<file path="src/rtl/bus_master_port_if.sv">
// rtl/bus_master_port_if.sv - client, arbiter and serial-bus signals of one bus master port
interface bus_master_port_if #(
    parameter int ADDR_WIDTH = 12,
    parameter int DATA_WIDTH = 8
);
    // Client command / response
    logic                  cmd_valid;
    logic                  cmd_ready;
    logic                  cmd_write;
    logic [1:0]            cmd_slave;
    logic [ADDR_WIDTH-1:0] cmd_addr;
    logic [DATA_WIDTH-1:0] cmd_wdata;
    logic                  rsp_valid;
    logic [DATA_WIDTH-1:0] rsp_rdata;
    logic                  rsp_err;
    // Arbiter side
    logic                  request;
    logic [1:0]            slave_sel;
    logic                  grant;
    logic                  trans_done;
    // Serial bus
    logic                  m_valid;
    logic                  m_dout;
    logic                  slave_ready;
    logic                  m_rd_valid;
    logic                  m_din;

    modport master (
        input  cmd_valid, cmd_write, cmd_slave, cmd_addr, cmd_wdata,
        input  grant, slave_ready, m_rd_valid, m_din,
        output cmd_ready, rsp_valid, rsp_rdata, rsp_err,
        output request, slave_sel, trans_done, m_valid, m_dout
    );

    modport slave (
        output cmd_valid, cmd_write, cmd_slave, cmd_addr, cmd_wdata,
        output grant, slave_ready, m_rd_valid, m_din,
        input  cmd_ready, rsp_valid, rsp_rdata, rsp_err,
        input  request, slave_sel, trans_done, m_valid, m_dout
    );
endinterface

</file>
<file path="src/rtl/bus_master_port.sv">
// rtl/bus_master_port.sv - bus master: request/grant, serial header/address/data out, serial read in
module bus_master_port #(
    parameter int ADDR_WIDTH = 12,
    parameter int DATA_WIDTH = 8,
    parameter int TIMEOUT    = 16
) (
    input logic               clk,
    input logic               rst,
    bus_master_port_if.master bus
);
    localparam int MAXWD = (ADDR_WIDTH > DATA_WIDTH) ? ADDR_WIDTH : DATA_WIDTH;
    localparam int MAXW  = (MAXWD > TIMEOUT) ? MAXWD : TIMEOUT;
    localparam int CW    = $clog2(MAXW + 1);

    localparam logic [CW-1:0] ADDR_LAST = CW'(ADDR_WIDTH - 1);
    localparam logic [CW-1:0] DATA_LAST = CW'(DATA_WIDTH - 1);
    localparam logic [CW-1:0] TMO_LAST  = CW'(TIMEOUT - 1);

    typedef enum logic [2:0] {
        S_IDLE, S_REQ, S_HDR, S_ADDR, S_WDATA, S_WAIT, S_RDATA, S_DONE
    } state_t;

    state_t                state_q, state_d;
    logic                  write_q, write_d;
    logic [1:0]            slave_q, slave_d;
    logic [ADDR_WIDTH-1:0] addr_q, addr_d;     // shifts right, bit 0 is on the wire
    logic [DATA_WIDTH-1:0] wdata_q, wdata_d;   // shifts right, bit 0 is on the wire
    logic [DATA_WIDTH-1:0] rdata_q, rdata_d;   // fills from the top so the first bit ends at bit 0
    logic [CW-1:0]         bit_q, bit_d;       // bit index within the current field
    logic [CW-1:0]         tmo_q, tmo_d;       // idle cycles waiting on the slave
    logic                  err_q, err_d;
    logic                  lost_q, lost_d;     // grant was withdrawn: no trans_done

    // State and datapath registers
    always_ff @(posedge clk or posedge rst) begin
        if (rst) begin
            state_q <= S_IDLE;
            write_q <= 1'b0;
            slave_q <= '0;
            addr_q  <= '0;
            wdata_q <= '0;
            rdata_q <= '0;
            bit_q   <= '0;
            tmo_q   <= '0;
            err_q   <= 1'b0;
            lost_q  <= 1'b0;
        end else begin
            state_q <= state_d;
            write_q <= write_d;
            slave_q <= slave_d;
            addr_q  <= addr_d;
            wdata_q <= wdata_d;
            rdata_q <= rdata_d;
            bit_q   <= bit_d;
            tmo_q   <= tmo_d;
            err_q   <= err_d;
            lost_q  <= lost_d;
        end
    end

    // Next-state logic; grant loss has priority over every slave event once granted
    always_comb begin
        state_d = state_q;
        write_d = write_q;
        slave_d = slave_q;
        addr_d  = addr_q;
        wdata_d = wdata_q;
        rdata_d = rdata_q;
        bit_d   = bit_q;
        tmo_d   = tmo_q;
        err_d   = err_q;
        lost_d  = lost_q;
        unique case (state_q)
            S_IDLE: begin
                if (bus.cmd_valid) begin
                    write_d = bus.cmd_write;
                    slave_d = bus.cmd_slave;
                    addr_d  = bus.cmd_addr;
                    wdata_d = bus.cmd_wdata;
                    rdata_d = '0;
                    bit_d   = '0;
                    tmo_d   = '0;
                    err_d   = 1'b0;
                    lost_d  = 1'b0;
                    state_d = S_REQ;
                end
            end
            S_REQ: begin
                if (bus.grant) state_d = S_HDR;
            end
            S_HDR: begin
                if (!bus.grant) begin
                    err_d = 1'b1; lost_d = 1'b1; state_d = S_DONE;
                end else begin
                    bit_d   = '0;
                    state_d = S_ADDR;
                end
            end
            S_ADDR: begin
                if (!bus.grant) begin
                    err_d = 1'b1; lost_d = 1'b1; state_d = S_DONE;
                end else begin
                    addr_d = addr_q >> 1;
                    if (bit_q == ADDR_LAST) begin
                        bit_d   = '0;
                        tmo_d   = '0;
                        state_d = write_q ? S_WDATA : S_WAIT;
                    end else begin
                        bit_d = bit_q + 1'b1;
                    end
                end
            end
            S_WDATA: begin
                if (!bus.grant) begin
                    err_d = 1'b1; lost_d = 1'b1; state_d = S_DONE;
                end else begin
                    wdata_d = wdata_q >> 1;
                    if (bit_q == DATA_LAST) begin
                        bit_d   = '0;
                        tmo_d   = '0;
                        state_d = S_WAIT;
                    end else begin
                        bit_d = bit_q + 1'b1;
                    end
                end
            end
            S_WAIT: begin
                if (!bus.grant) begin
                    err_d = 1'b1; lost_d = 1'b1; state_d = S_DONE;
                end else if (bus.slave_ready) begin
                    tmo_d   = '0;
                    bit_d   = '0;
                    state_d = write_q ? S_DONE : S_RDATA;
                end else if (tmo_q == TMO_LAST) begin
                    err_d   = 1'b1;
                    state_d = S_DONE;
                end else begin
                    tmo_d = tmo_q + 1'b1;
                end
            end
            S_RDATA: begin
                if (!bus.grant) begin
                    err_d = 1'b1; lost_d = 1'b1; state_d = S_DONE;
                end else if (bus.m_rd_valid) begin
                    rdata_d = {bus.m_din, rdata_q[DATA_WIDTH-1:1]};
                    tmo_d   = '0;
                    if (bit_q == DATA_LAST) state_d = S_DONE;
                    else                    bit_d   = bit_q + 1'b1;
                end else if (tmo_q == TMO_LAST) begin
                    err_d   = 1'b1;
                    state_d = S_DONE;
                end else begin
                    tmo_d = tmo_q + 1'b1;
                end
            end
            S_DONE:  state_d = S_IDLE;
            default: state_d = S_IDLE;
        endcase
    end

    logic busy;
    assign busy = (state_q != S_IDLE) && (state_q != S_DONE);

    assign bus.cmd_ready  = (state_q == S_IDLE) && !rst;
    assign bus.request    = busy;
    assign bus.slave_sel  = busy ? slave_q : 2'b00;
    assign bus.m_valid    = (state_q == S_HDR) || (state_q == S_ADDR) || (state_q == S_WDATA);
    assign bus.m_dout     = (state_q == S_HDR)   ? write_q    :
                            (state_q == S_ADDR)  ? addr_q[0]  :
                            (state_q == S_WDATA) ? wdata_q[0] : 1'b0;
    assign bus.rsp_valid  = (state_q == S_DONE);
    assign bus.rsp_err    = (state_q == S_DONE) && err_q;
    assign bus.rsp_rdata  = ((state_q == S_DONE) && !err_q && !write_q) ? rdata_q : '0;
    assign bus.trans_done = (state_q == S_DONE) && !lost_q;
endmodule

</file>
<file path="src/flat_wrapper.sv">
// flat-port wrapper written by rule: the top's interface ports become plain ports
module bus_master_port_flat 
#(
    parameter int ADDR_WIDTH = 12,
    parameter int DATA_WIDTH = 8,
    parameter int TIMEOUT    = 16
)
  (clk, rst, bus_cmd_valid, bus_cmd_write, bus_cmd_slave, bus_cmd_addr, bus_cmd_wdata, bus_grant, bus_slave_ready, bus_m_rd_valid, bus_m_din, bus_cmd_ready, bus_rsp_valid, bus_rsp_rdata, bus_rsp_err, bus_request, bus_slave_sel, bus_trans_done, bus_m_valid, bus_m_dout);
  bus_master_port_if #(.ADDR_WIDTH(ADDR_WIDTH), .DATA_WIDTH(DATA_WIDTH)) bus_i ();
  input logic clk;
  input logic rst;
  input wire logic [$bits(bus_i.cmd_valid)-1:0] bus_cmd_valid;
  input wire logic [$bits(bus_i.cmd_write)-1:0] bus_cmd_write;
  input wire logic [$bits(bus_i.cmd_slave)-1:0] bus_cmd_slave;
  input wire logic [$bits(bus_i.cmd_addr)-1:0] bus_cmd_addr;
  input wire logic [$bits(bus_i.cmd_wdata)-1:0] bus_cmd_wdata;
  input wire logic [$bits(bus_i.grant)-1:0] bus_grant;
  input wire logic [$bits(bus_i.slave_ready)-1:0] bus_slave_ready;
  input wire logic [$bits(bus_i.m_rd_valid)-1:0] bus_m_rd_valid;
  input wire logic [$bits(bus_i.m_din)-1:0] bus_m_din;
  output wire logic [$bits(bus_i.cmd_ready)-1:0] bus_cmd_ready;
  output wire logic [$bits(bus_i.rsp_valid)-1:0] bus_rsp_valid;
  output wire logic [$bits(bus_i.rsp_rdata)-1:0] bus_rsp_rdata;
  output wire logic [$bits(bus_i.rsp_err)-1:0] bus_rsp_err;
  output wire logic [$bits(bus_i.request)-1:0] bus_request;
  output wire logic [$bits(bus_i.slave_sel)-1:0] bus_slave_sel;
  output wire logic [$bits(bus_i.trans_done)-1:0] bus_trans_done;
  output wire logic [$bits(bus_i.m_valid)-1:0] bus_m_valid;
  output wire logic [$bits(bus_i.m_dout)-1:0] bus_m_dout;
  assign bus_i.cmd_valid = bus_cmd_valid;
  assign bus_i.cmd_write = bus_cmd_write;
  assign bus_i.cmd_slave = bus_cmd_slave;
  assign bus_i.cmd_addr = bus_cmd_addr;
  assign bus_i.cmd_wdata = bus_cmd_wdata;
  assign bus_i.grant = bus_grant;
  assign bus_i.slave_ready = bus_slave_ready;
  assign bus_i.m_rd_valid = bus_m_rd_valid;
  assign bus_i.m_din = bus_m_din;
  assign bus_cmd_ready = bus_i.cmd_ready;
  assign bus_rsp_valid = bus_i.rsp_valid;
  assign bus_rsp_rdata = bus_i.rsp_rdata;
  assign bus_rsp_err = bus_i.rsp_err;
  assign bus_request = bus_i.request;
  assign bus_slave_sel = bus_i.slave_sel;
  assign bus_trans_done = bus_i.trans_done;
  assign bus_m_valid = bus_i.m_valid;
  assign bus_m_dout = bus_i.m_dout;
  bus_master_port #(.ADDR_WIDTH(ADDR_WIDTH), .DATA_WIDTH(DATA_WIDTH), .TIMEOUT(TIMEOUT)) u_core (.clk(clk), .rst(rst), .bus(bus_i));
endmodule
</file>
<file path="config.mk">
export PLATFORM = sky130hd
export DESIGN_NAME = bus_master_port_flat
export DESIGN_NICKNAME = d
export VERILOG_FILES = /design/src/rtl/bus_master_port_if.sv /design/src/rtl/bus_master_port.sv /design/src/flat_wrapper.sv
export SDC_FILE = /design/constraint.sdc
export NUM_CORES = 1
export LEC_CHECK = 0
export CAP_MARGIN = 20
export CORE_ASPECT_RATIO = 1.4
export CORE_MARGIN = 5
export CORE_UTILIZATION = 25
export CTS_BUF_LIST = sky130_fd_sc_hd__clkbuf_8
export CTS_CLUSTER_SIZE = 25
export DETAILED_ROUTE_END_ITERATION = 8
export PLACE_DENSITY = 0.48
export SETUP_SLACK_MARGIN = 0.2
export SYNTH_ARGS = -nofsm -noshare
export SYNTH_HDL_FRONTEND = slang
export SYNTH_SLANG_ARGS = --single-unit
export TNS_END_PERCENT = 10
</file>
<file path="constraint.sdc">
create_clock -name clk -period 3.4 [get_ports clk]
set_input_delay 0.68 -clock clk [delete_from_list [all_inputs] [get_ports clk]]
set_output_delay 0.68 -clock clk [all_outputs]
set_load 0.01 [all_outputs]
</file>
==> images/met3.png <==
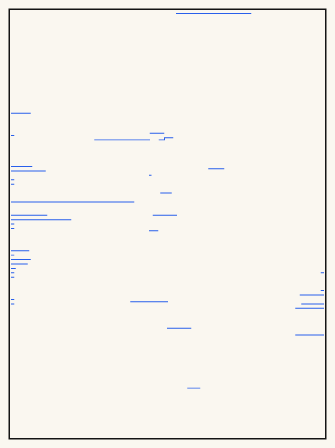
longest straight run = 37.5 µm
wire length on this layer = 233 µm
share of all routed wire = 3.6%
nets with wire on the layer = 33
M3 GR Usage: 2.33%
via count: 2174
wirelength, routed: 6.48 mm

==> qor.csv <==
metric;value;unit
number of nets still failing antenna checks after routing;0;
total met2 wirelength after detailed routing;3.07;mm
most used routing layer;met2;
Initial Utilization;25.4;%
post-cts resize count;0;
clock slew at the register clock pins of the worst setup and hold paths;0.10;ns
Tightest Pin Transition;0.884;ns
multiplexer share of the synthesized area;8.71;%
DPL Wire Length;4.65;mm
Largest cells by area;sky130_fd_sc_hd__dfrtp_1 (44%), sky130_fd_sc_hd__o21ai_0 (8.0%), sky130_fd_sc_hd__mux2i_1 (6.9%);
cells along the critical path;buf_4, nand2b_1, o22a_1, o21ai_0, clkdlybuf4s50_1;
unrepaired setup endpoints after global routing;no;
Clk network pwr share;17.0;%
total setup violations reported at the end of the flow;0;
status;finished clean;
DRT Pass-1 Iters;4;
sequential cell area;0.00115;mm²
clock network share of area;3.31;%
tap cell count;138;
Seq. pwr;0.000839;W
area overhead of the layout relative to synthesis;26.7;%
most numerous logic cells after layout;sky130_fd_sc_hd__nand2_1 (47), sky130_fd_sc_hd__clkdlybuf4s50_1 (46), sky130_fd_sc_hd__dfrtp_1 (46);
gate count after technology mapping;285;
htree depth;2;
==> images/final_congestion.png <==
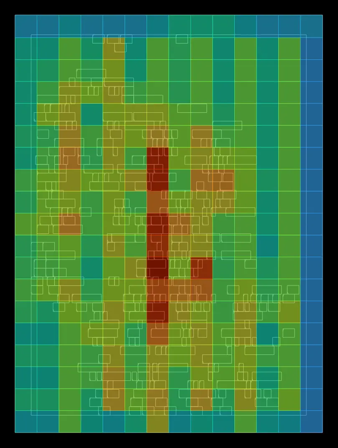
Total Routing Usage GR: 10.5%
met2 Track Usage GR: 17.1%

Power and IR drop assume default switching activity.
